`config.mk`:
```
export PLATFORM = sky130hd
export DESIGN_NAME = mvm_sched_ctrl
export DESIGN_NICKNAME = d
export VERILOG_FILES = /design/src/rtl/mvm_sched_ctrl.sv
export SDC_FILE = /design/constraint.sdc
export NUM_CORES = 1
export LEC_CHECK = 0
export ABC_CLOCK_PERIOD_IN_PS = 1800
export CORE_UTILIZATION = 39
export CTS_CLUSTER_DIAMETER = 80
export DETAILED_ROUTE_END_ITERATION = 6
export PLACE_DENSITY_LB_ADDON = 0.2
export REMOVE_ABC_BUFFERS = 1
export SKIP_LAST_GASP = 1
export SYNTH_ARGS = -nofsm -noshare
export SYNTH_HDL_FRONTEND = slang
export SYNTH_SLANG_ARGS = --single-unit
```
`constraint.sdc`:
```
create_clock -name clk -period 1.8 [get_ports clk]
set_input_delay 0.27 -clock clk [delete_from_list [all_inputs] [get_ports clk]]
set_output_delay 0.27 -clock clk [all_outputs]
set_load 0.1 [all_outputs]
```
`src/rtl/mvm_sched_ctrl.sv`:
```
// -----------------------------------------------------------------------------
// mvm_sched_ctrl
//
// Sequencer for an 8-MAC systolic matrix-vector datapath. One B-vector FIFO and
// NUM_MACS A-row FIFOs feed a MAC chain along which B and En advance one MAC
// per cycle. A run starts once every input FIFO is full. The sequencer clears
// the accumulators, issues skewed read requests so that each A element meets
// its B element at the correct MAC, and waits for the pipeline to drain. It
// then presents the results one MAC index at a time over a valid/ready port.
//
// Optional feature (compile-time macro MVM_SCHED_PERF_CNT_EN):
//   defined   - perf_cycles counts busy cycles for the current or most recent
//               run. It saturates at 32'hFFFF_FFFF and clears when a start is
//               accepted.
//   undefined - perf_cycles is tied to 0.
//
// Ports:
//   clk          clock
//   rst_n        asynchronous active-low reset
//   start        run request pulse
//   a_full       wrfull of each A FIFO
//   b_full       wrfull of the B FIFO
//   rd_a         rdreq to each A FIFO
//   rd_b         rdreq to the B FIFO
//   mac_clr      accumulator clear, all MACs
//   mac_en       En into MAC0 (the chain propagates it)
//   busy         high in every state except IDLE
//   start_err    1-cycle pulse: start rejected because a FIFO was not full
//   res_idx      MAC index whose Cout is presented
//   res_valid    res_idx is valid
//   res_ready    consumer accepts the current result
//   done         1-cycle pulse after the last result is accepted
//   perf_cycles  busy-cycle count (0 unless MVM_SCHED_PERF_CNT_EN)
// -----------------------------------------------------------------------------
module mvm_sched_ctrl #(
  parameter int NUM_MACS    = 8,
  parameter int VEC_LEN     = 8,
  parameter int FIFO_RD_LAT = 1,
  parameter int MAC_LAT     = 1
) (
  input  logic                        clk,
  input  logic                        rst_n,
  input  logic                        start,
  input  logic [NUM_MACS-1:0]         a_full,
  input  logic                        b_full,
  output logic [NUM_MACS-1:0]         rd_a,
  output logic                        rd_b,
  output logic                        mac_clr,
  output logic                        mac_en,
  output logic                        busy,
  output logic                        start_err,
  output logic [$clog2(NUM_MACS)-1:0] res_idx,
  output logic                        res_valid,
  input  logic                        res_ready,
  output logic                        done,
  output logic [31:0]                 perf_cycles
);

  // The last STREAM step. The final A element (FIFO NUM_MACS-1) is read at step
  // VEC_LEN+NUM_MACS-2. It emerges FIFO_RD_LAT cycles later and lands in Cout
  // after another MAC_LAT cycles.
  localparam int T_LAST = VEC_LEN + NUM_MACS - 2 + FIFO_RD_LAT + MAC_LAT;
  localparam int T_W    = $clog2(T_LAST + 1);
  localparam int IDX_W  = $clog2(NUM_MACS);

  localparam logic [T_W-1:0]   T_LAST_T = T_W'(T_LAST);
  localparam logic [IDX_W-1:0] IDX_LAST = IDX_W'(NUM_MACS - 1);

  typedef enum logic [2:0] {
    S_IDLE,
    S_CLEAR,
    S_STREAM,
    S_UNLOAD,
    S_DONE
  } state_t;

  state_t         state;
  logic [T_W-1:0] t;
  logic           all_full;
  logic           accept;

  assign all_full = (&a_full) & b_full;
  assign accept   = (state == S_IDLE) & start & all_full;

  // ---------------------------------------------------------------------------
  // Control FSM. The step counter t, the result index and the start_err pulse
  // are all registered here. A start request is examined only in IDLE, so a
  // start that arrives during a run is ignored.
  // ---------------------------------------------------------------------------
  // NOTE: sequential state uses non-blocking (<=) assignments so that every
  // register samples values from before the edge, independent of the order of
  // the statements.
  always_ff @(posedge clk or negedge rst_n) begin
    if (!rst_n) begin
      state     <= S_IDLE;
      t         <= '0;
      res_idx   <= '0;
      start_err <= 1'b0;
    end else begin
      start_err <= 1'b0;
      case (state)
        S_IDLE: begin
          if (start) begin
            if (all_full) state     <= S_CLEAR;
            else          start_err <= 1'b1;
          end
        end
        S_CLEAR: begin
          t     <= '0;
          state <= S_STREAM;
        end
        S_STREAM: begin
          // t never wraps: the state exits as soon as t reaches T_LAST.
          if (t == T_LAST_T) begin
            t     <= '0;
            state <= S_UNLOAD;
          end else begin
            t <= t + 1'b1;
          end
        end
        S_UNLOAD: begin
          // res_valid is high for the whole of this state, so a transfer
          // happens exactly when res_ready is high. res_idx stays at its
          // last value on the final transfer and does not wrap.
          if (res_ready) begin
            if (res_idx == IDX_LAST) state   <= S_DONE;
            else                     res_idx <= res_idx + 1'b1;
          end
        end
        S_DONE: begin
          res_idx <= '0;
          state   <= S_IDLE;
        end
        default: state <= S_IDLE;
      endcase
    end
  end

  // ---------------------------------------------------------------------------
  // Status outputs are decoded directly from the registered state. An
  // asynchronous reset therefore drives them to 0 in the same cycle.
  // ---------------------------------------------------------------------------
  assign busy      = (state != S_IDLE);
  assign mac_clr   = (state == S_CLEAR);
  assign res_valid = (state == S_UNLOAD);
  assign done      = (state == S_DONE);

  // ---------------------------------------------------------------------------
  // STREAM read-request and enable windows, decoded from t:
  //   rd_b      : t in [0, VEC_LEN-1]
  //   rd_a[i]   : t in [i, i+VEC_LEN-1]   (one-cycle skew per MAC)
  //   mac_en    : t in [FIFO_RD_LAT, FIFO_RD_LAT+VEC_LEN-1]
  // Each window is VEC_LEN steps wide, so each FIFO gets exactly VEC_LEN reads.
  // ---------------------------------------------------------------------------
  // NOTE: every output of this always_comb block is given a default before any
  // condition is tested, so that no path leaves a value unassigned and infers
  // a latch.
  always_comb begin
    int tv;
    tv     = int'(t);
    rd_a   = '0;
    rd_b   = 1'b0;
    mac_en = 1'b0;
    if (state == S_STREAM) begin
      rd_b   = (tv < VEC_LEN);
      mac_en = (tv >= FIFO_RD_LAT) && (tv < FIFO_RD_LAT + VEC_LEN);
      for (int i = 0; i < NUM_MACS; i++) begin
        rd_a[i] = (tv >= i) && (tv < i + VEC_LEN);
      end
    end
  end

  // ---------------------------------------------------------------------------
  // Optional busy-cycle counter.
  // ---------------------------------------------------------------------------
`ifdef MVM_SCHED_PERF_CNT_EN
  logic [31:0] perf_q;

  // The counter clears when a start is accepted. It counts while busy and
  // keeps its value through IDLE so that it can be read after the run.
  always_ff @(posedge clk or negedge rst_n) begin
    if (!rst_n) begin
      perf_q <= '0;
    end else if (accept) begin
      perf_q <= '0;
    end else if (busy && (perf_q != 32'hFFFF_FFFF)) begin
      perf_q <= perf_q + 32'd1;
    end
  end

  assign perf_cycles = perf_q;
`else
  assign perf_cycles = '0;
`endif

endmodule

```
==> run_1/congestion_map.png <==
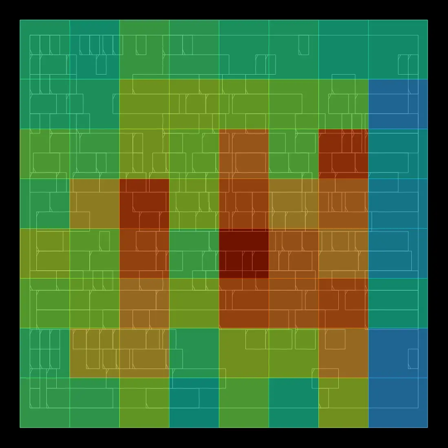
GRT Overall Usage: 15.9%
most crowded layer after global routing: met2
met1 usage: 19.2%
grt met2 use: 28.9%
grt met3 use: 1.61%

==> run_1/class_map.png <==
Bar = 20 µm. Fill, decap, tap and diode cells in gray.
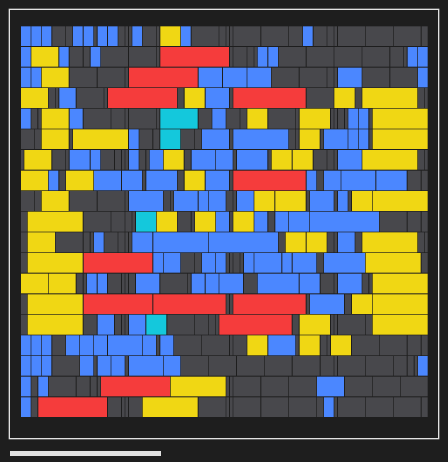
| class | color | cells |
|---|---|---|
| registers | red | 12 |
| remaining buffers and delay cells | yellow | 52 |
| remaining logic cells | blue | 116 |
| clock drivers and dummy loads | cyan | 4 |

==> run_1/util_map.png <==
The die is cut into 11 by 11 equal tiles; white is low, dark blue is high, 0 to 100% covered.
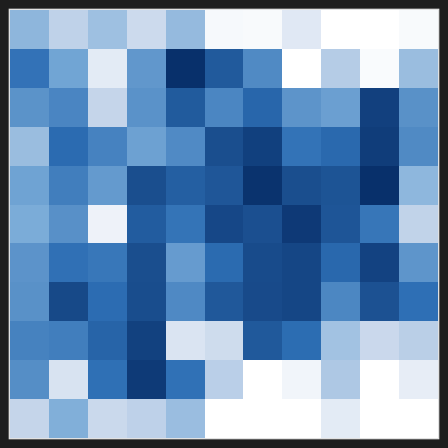
densest ninth of the die: center
mean over tiles: 55%
emptiest ninth of the die: lower right
nearly empty tiles: 8.3%
tiles over 75% full: 33%
fullest tile: 100%

==> results.py, run 1 <==
# Auto-generated metrics
metrics = {
    "run_status": {
        "status": "finished, violations left",
        "violations": "negative setup slack",
    },
    "cts": {
        "insertion_delay_ns": 0.27,
        "cts_tree": "yes",
        "numCtsBuffers": 3,
        "postCtsSetupBuffers": 7,
        "cts_max_level": 1,
    },
    "layout": {
        "drive_above_1_share_pct": 38.0,
        "biggestCellCategory": "multi-input combinational cells",
        "fillCellCount": 215,
        "comb_area_share_pct": 41.7,
        "buf_share_pct": 35.9,
        "inverters_excl_clock": 5,
        "lay_top_cells": "conb_1 (32), buf_4 (20), buf_12 (17)",
        "num-nets-final": 203,
        "nFlopsAndLatches": 12,
        "buffers": 52,
        "clkbuf_count": 4,
        "logic_gates": 111,
        "diodes": 0,
    },
    "critical_path": {
        "regToRegSetupSlack_ns": 0.05,
        "critical_path.slowest_cell": "dfrtp_2",
        "critPathMaxStageDelay_ns": 0.46,
        "crit_buf_inv": 2,
        "endpoint_kind": "output pin",
        "start_kind": "flop",
        "crit_family": "flip-flops",
        "required_ns": 1.53,
        "crit_chain": "buf_6, or3_1, a21oi_2, a311oi_2, buf_12",
        "worst-path-stages": 5,
        "path_max_fanout": 4,
    },
    "floorplan": {
        "n_tap_cell": 31,
        "die_y_um": 56.5,
        "io_pins": 63,
        "core_area_um2": 2780,
        "initCoreUtil_pct": 41.7,
    },
    "routing": {
        "ant_nets": 0,
        "num_vias": 1018,
        "drc": 0,
        "drt-initial-drc-count": 8,
        "wirelength_mm": 2.46,
        "via_per_inst": 4.73,
    },
    "logic_synthesis": {
        "ys.flop_type": "dfrtp_1",
        "synth_warnings": 0,
        "yosysChipArea_um2": 1160,
        "synth.avg_cell_area_um2": 8.40,
        "ys_cells": 138,
        "async_flop_share_pct": 100,
        "yosysSeqAreaShare_pct": 25.9,
        "synth_area_um2": 1160,
    },
    "final_timing": {
        "report.final.slew_viol_count": 0,
        "clock_skew_ns": 0.00227,
        "clock.fmax_ghz": 0.525,
        "finalHoldViolCount": 0,
        "fin_crit_sh_pct": 106,
        "min_period_ns": 1.90,
        "postLayoutSetupSlackWorst_ns": -0.104,
        "setup_viol_count_final": 7,
    },
    "global_routing": {
        "grt_overflow": 0,
        "grt_pass1_wl_mm": 4.10,
        "antenna_found_initial": 0,
        "grt_max_degree": 14,
    },
    "flow_run": {
        "maxCapViolations": 0,
        "warnings": 29,
    },
    "place": {
        "dpl.hpwl_mm": 1.78,
        "placed_cells": 198,
    },
    "min_path": {
        "hp-class": "in2async",
    },
}
run 1: metal layers:
metal  share of wire, %  vias up
li1                   -      497
met1                 41      468
met2                 53       51
met3                5.9        2
met4               0.69        0
met5                  0        -
run 1: synthesized netlist by cell type, types with 2 or more instances:
master | instances | area share [%]
o2bb2ai_1 | 2 | 1.5
nand2_1 | 5 | 1.6
xnor2_1 | 2 | 1.5
nor2b_1 | 2 | 1.1
o21ai_0 | 6 | 2.6
ha_1 | 5 | 5.4
dfrtp_1 | 12 | 26
o21a_1 | 2 | 1.3
nor3_1 | 4 | 1.7
or3_1 | 2 | 1.1
xor2_1 | 4 | 3.0
a311oi_1 | 2 | 1.5
buf_2 | 5 | 2.2
and2_1 | 2 | 1.1
buf_4 | 36 | 23
nor2_1 | 10 | 3.2
nand3_1 | 6 | 2.6
a21oi_1 | 6 | 2.6
nand3b_4 | 2 | 3.5
inv_1 | 5 | 1.6
run 1: registers in the layout, indices dropped and copies added (netlist names):
signal / count
t: 5
res_idx: 3
state: 3
start_err: 1
run 1: through the flow:
stage	setup slack, ns	instance area [µm²]
2_1_floorplan	-3.39	980
3_3_place_gp	0.0858	1550
3_5_place_dp	0.0244	1550
4_1_cts	-0.130	1730
5_1_grt	-0.172	1800
6_report	-0.104	1800
run 1: kinds of logic after synthesis:
family                     Yosys count  share of synthesized area, %
other                                1                         0.324
xor gates and xnor gates             6                          4.54
buffers and inverters               46                          27.1
adders and majority gates            5                          5.40
and+or+nand+nor                     42                          21.9
AOI/OAI and AO/OA                   26                          14.8
DFF                                 12                          25.9
run 1: path summary, 6_finish.rpt:
path                       start         end
hold reg to reg             t[4]        t[4]
hold / removal             rst_n  res_idx[2]
setup / recovery            t[0]     rd_a[5]
setup reg to reg            t[0]    state[0]
min in group clk           start   start_err
max in group asynchronous  rst_n        t[3]
==> run_1/port_trees.png <==
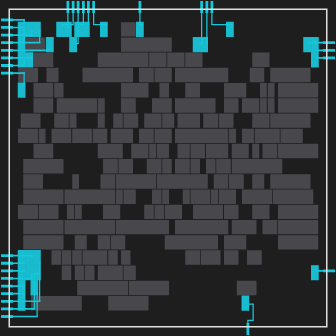

==> run 1 -> run 2 <==
--- a/config.mk
+++ b/config.mk
@@ -6,6 +6,7 @@
 export NUM_CORES = 1
 export LEC_CHECK = 0
 export ABC_CLOCK_PERIOD_IN_PS = 1800
+export CORE_ASPECT_RATIO = 1.1
 export CORE_UTILIZATION = 39
 export CTS_CLUSTER_DIAMETER = 80
 export DETAILED_ROUTE_END_ITERATION = 6
==> run_2/port_trees.png <==
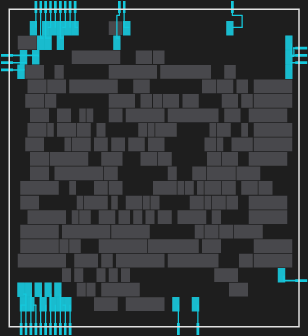
| port | color | bits | direction | edge | end cells | buffers | wire |
|---|---|---|---|---|---|---|---|
| perf_cycles | cyan | 32 | output | 13 bottom, 12 top, 4 right, 3 left | 32 | 0 | 132 µm |

==> run_2/m1.png <==
Supply wires on this layer in gray.
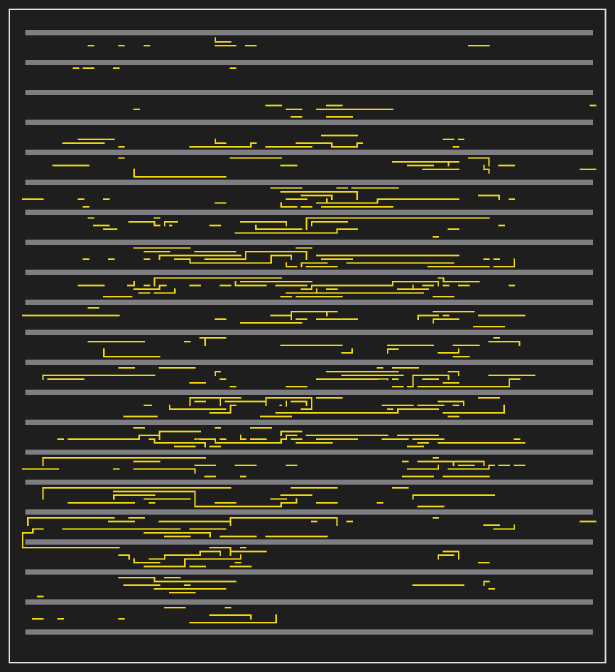
main direction: horizontal
nets with wire on the layer: 151

==> results.py, run 2 <==
# Auto-generated metrics
metrics = {
    "routing": {
        "ant_nets": 0,
        "via_per_inst": 4.68,
        "drc": 0,
        "num_vias": 973,
        "drt-initial-drc-count": 14,
        "wirelength_mm": 2.36,
        "firstDrtPassIters": 4,
    },
    "logic_synthesis": {
        "synthMuxAreaShare_pct": 0,
        "synth.avg_cell_area_um2": 8.40,
        "synth_top_cell_by_count": "buf_4",
        "synth_area_um2": 1160,
        "yosysChipArea_um2": 1160,
        "synthXorXnorAreaFrac_pct": 4.54,
        "top_cells_by_area": "dfrtp_1 (26%), buf_4 (23%), ha_1 (5.4%), nand3b_4 (3.5%), nor2_1 (3.2%)",
        "adder_share_pct": 5.40,
        "synth_warnings": 0,
        "ys_cells": 138,
        "yosysSeqAreaShare_pct": 25.9,
        "ys.flop_type": "dfrtp_1",
        "top_cells_by_count": "buf_4 (36), dfrtp_1 (12), nor2_1 (10)",
        "ys_sh_simple_pct": 21.9,
        "top_logic_kind": "buffers and inverters",
        "yosys.area.top_type_share_pct": 25.9,
        "largest_area_cell": "dfrtp_1",
        "async_flop_share_pct": 100,
        "synthAoiAreaFrac_pct": 14.8,
    },
    "final_timing": {
        "clock.fmax_ghz": 0.520,
        "setup_viol_count_final": 5,
        "finalHoldViolCount": 0,
        "min_period_ns": 1.92,
        "rsz0062_at_grt": "yes",
        "clock_skew_ns": 0.0103,
        "fin_crit_sh_pct": 107,
        "report.final.slew_viol_count": 0,
        "postLayoutSetupSlackWorst_ns": -0.122,
    },
    "floorplan": {
        "initCoreUtil_pct": 41.3,
        "io_pins": 63,
        "die_y_um": 59.2,
        "core_area_um2": 2800,
    },
    "critical_path": {
        "path_max_fanout": 6,
        "regToRegSetupSlack_ns": 0.15,
        "required_ns": 1.53,
        "start_kind": "flop",
        "endpoint_kind": "output pin",
    },
    "layout": {
        "final_common_cell": "conb_1",
        "lay_top_cells": "conb_1 (32), buf_12 (17), buf_4 (14)",
        "reg.largest.list": "t: 5 flops, res_idx: 3 flops, state: 3 flops",
        "largest_register_ffs": 5,
        "syn_to_final_growth_pct": 46.0,
        "num-nets-final": 194,
        "regMostFlops": "t",
        "diodes": 0,
        "fillCellCount": 254,
        "comb_area_um2": 724,
        "drive_above_1_share_pct": 33.7,
    },
    "run_status": {
        "status": "finished, violations left",
        "violations": "negative setup slack",
    },
    "flow_run": {
        "warnings": 29,
        "maxCapViolations": 0,
    },
    "cts": {
        "cts_tree": "yes",
        "insertion_delay_ns": 0.27,
        "clkTransAtPathRegs_ns": 0.09,
        "cts_max_level": 1,
        "numCtsBuffers": 3,
    },
    "min_path": {
        "hp-class": "in2async",
    },
    "global_routing": {
        "grt_pass1_wl_mm": 3.75,
        "grt_overflow": 0,
        "grt_max_degree": 13,
        "grtUsageTotal_pct": 15.8,
        "antenna_found_initial": 0,
    },
    "place": {
        "dpl.hpwl_mm": 1.86,
        "dp_slack_ns": 0.0525,
    },
}
==> run 2: final cells by class <==
| type | count | area share [%] |
|---|---|---|
| sequential | 12 | 18.0 |
| inverter | 5 | 1.11 |
| clock buffer | 4 | 2.14 |
| multi-input combinational | 111 | 42.8 |
| tap | 33 | 2.44 |
| timing repair buffer | 43 | 33.4 |
==> run 2: what timing repair did <==
item                                    CTS  global route
setup buffers                             2             1
pin swaps                                 4             0
gates cloned                              0             0
resized                                  12            10
endpoints found under the setup margin    7            12
==> run 2: worst paths after layout <==
kind,from,to,depth (start not counted)
min reg2reg,t[4],t[4],1
min,rst_n,state[2],1
max,t[0],rd_a[5],5
max reg2reg,t[0],state[0],7
max in group asynchronous,rst_n,t[2],1
min in group clk,start,start_err,3
==> run 2: metal layers <==
layer  part of all wire (%)  GRT usage [%]  up-vias
li1                       -              -      479
met1                     40           19.1      454
met5                      0              0        -
met2                     55           29.1       40
met4                      0           3.30        0
met3                    4.8           1.79        0
==> run 2: stage by stage <==
stage               hold slack, ns  cell area [µm²]  std cells  utilization, %
CTS                          0.370             1650        207            58.9
global placement             0.551             1560        201            55.8
finish                       0.340             1690        208            60.4
detailed placement           0.555             1560        201            55.8
global route                 0.402             1690        208            60.4
floorplan                  -0.0256              980        128               -
==> run 2: worst max-delay path: stages, from the launching register on <==
cell and delay, ns:
dfrtp_2 0.45, ha_2 0.21, or3_1 0.32, a21oi_2 0.14
a311oi_2 0.06, buf_12 0.19
